Design wb_master_arbiter, sky130hd; sources not shown.
Fig. 1: pin placement
Drawn at 2 px/µm. Pins as bars across the die edge, other pins in gray.
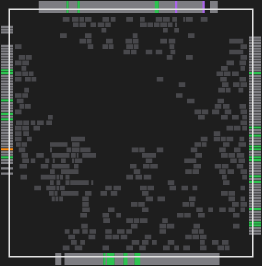
- s_ack_i: orange (pins 1; direction input; edge west)
- gnt_o: purple (pins 2; direction output; edge north)
- m0_dat_i: green (pins 32; direction input; edge 12 east, 10 south, 6 west, 4 north)
die outline height: 123 µm
number of buffers added on ports: 204
Horiz. Die Dim: 121 µm

Fig. 2: routed clock nets over the placement
Drawn at 4 px/µm.
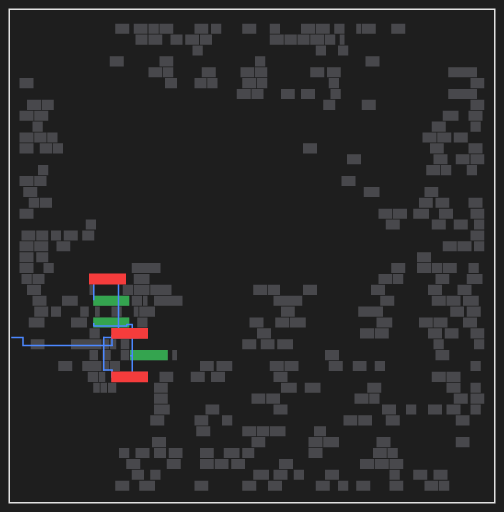
- flip-flops: green (count 3)
- clock drivers: red (count 3)
- clock wires: blue (length 109 µm)
- routed clock nets: 4
clock network fraction of design power: 7.7%
Clk. pwr: 459 µW
latest clock arrival within the worst-skew pair: 0.23 ns

Fig. 3: the clock network
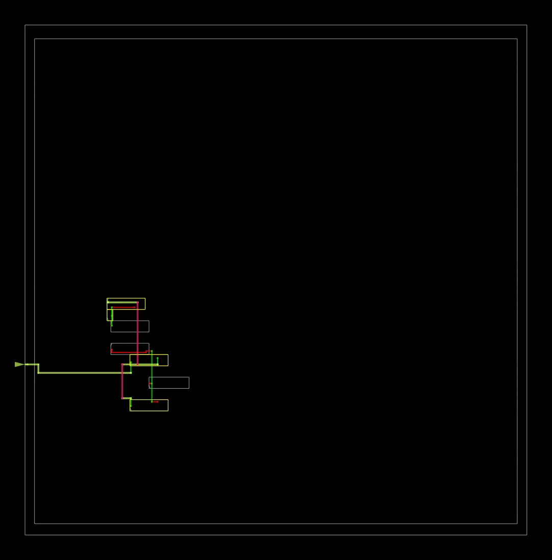
CLK BUF: 4
number of sequential cells: 3

Fig. 4: M2 wires
Drawn at 3 px/µm. Cells faint in the background.
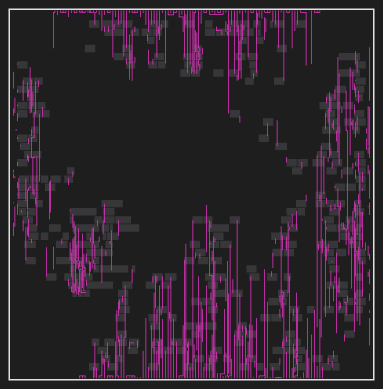
- nets with wire on the layer: 410
- wire length on this layer: 3870 µm
- main direction: vertical
- share of all routed wire: 53%
- longest straight run: 63.7 µm
Total Wirelength: 7360 µm
routing usage on met2: 16.4%

Fig. 5: cell classes on the final placement
Drawn at 3 px/µm. Fill, decap, tap and diode cells in gray.
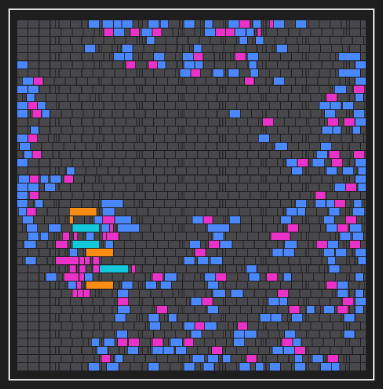
- flops: cyan (cells 3; share of their area 2.5%)
- other buffers and delay cells: blue (cells 215; share of their area 69%)
- clock drivers and dummy loads: orange (cells 4; share of their area 2.6%)
- combinational and other logic: magenta (cells 88; share of their area 26%)
share of cell area taken by flip-flops and latches: 2.34%
Floorplan Core Area: 13600 µm²
final core utilization: 24.0%
number of core rows: 43

==> impl_metrics.json <==
{
  "outcome": "complete, but fails checks",
  "violations": "negative setup slack",
  "cts_hold_repair.buffers": 0,
  "drtAntennaViolNets": 0,
  "syn_avg_cell_area_um2": 8.14,
  "path_depth": 5,
  "layout_top_cell": "sky130_fd_sc_hd__clkdlybuf4s50_1",
  "number_of_placed_cells_counting_well_taps": 485,
  "gr_met3_demand_resource_pct": 2.95,
  "power.density_nw_per_um2": 1820,
  "drt_first_pass_iters": 4,
  "post_synth_most_frequent_cells": "sky130_fd_sc_hd__buf_4 (72), sky130_fd_sc_hd__a22o_1 (65), sky130_fd_sc_hd__buf_6 (6)",
  "power_sequential_uw": 195,
  "met2_length_um": 3870,
  "route.detailed.wl_per_inst_um": 15.0,
  "wl_met1_um": 2690,
  "largest_reg_flops": 2,
  "grt_max_degree": 45,
  "fin_crit_ns": 1.63,
  "die_area_um2": 14900,
  "cts_resized": 17,
  "globalRoute.busiestLayer": "met2",
  "floorplanUtilization_pct": 10.3,
  "timing.reg2reg.setup_slack_ns": 0.20,
  "crit_path_end_kind": "primary output",
  "yosys.cell_count.top_type": "sky130_fd_sc_hd__buf_4",
  "setup-violations-final": 68,
  "layout_setup_ws_ns": -0.232,
  "comb-power_mw": 5.28,
  "fin_cells": 490,
  "yosys.cell_types.count": 18,
  "critPathSlowestCell": "sky130_fd_sc_hd__dfrtp_1",
  "critPathLaunchType": "flip-flop",
  "cp.buffers_inverters": 3,
  "ys_seq_share_pct": 5.45,
  "grt_overall_usage_pct": 8.66,
  "route.top_layer_used": "met4"
}
[metrics by stage]
| stage | setup TNS (ns) | hold slack, ns | total power [mW] |
|---|---|---|---|
| floorplan | 0 | -0.157 | 3.71 |
| global placement | -0.471 | 0.230 | 5.33 |
| detailed placement | -0.274 | 0.230 | 5.28 |
| CTS | -14.31 | 0.0461 | 5.93 |
| global route | -17.82 | 0.0750 | 6.22 |
| finish | -13.00 | 0.0358 | 5.94 |
[final cells by class]
type,count,area [µm²]
Clock buffer,4,78.8
Sequential cell,3,76.3
Fill cell,1499,10400
Timing Repair Buffer,215,2090
Tap cell,180,225
Multi-Input combinational cell,84,771
Inverter,4,15.0
Power is estimated from default activity; no workload was simulated.
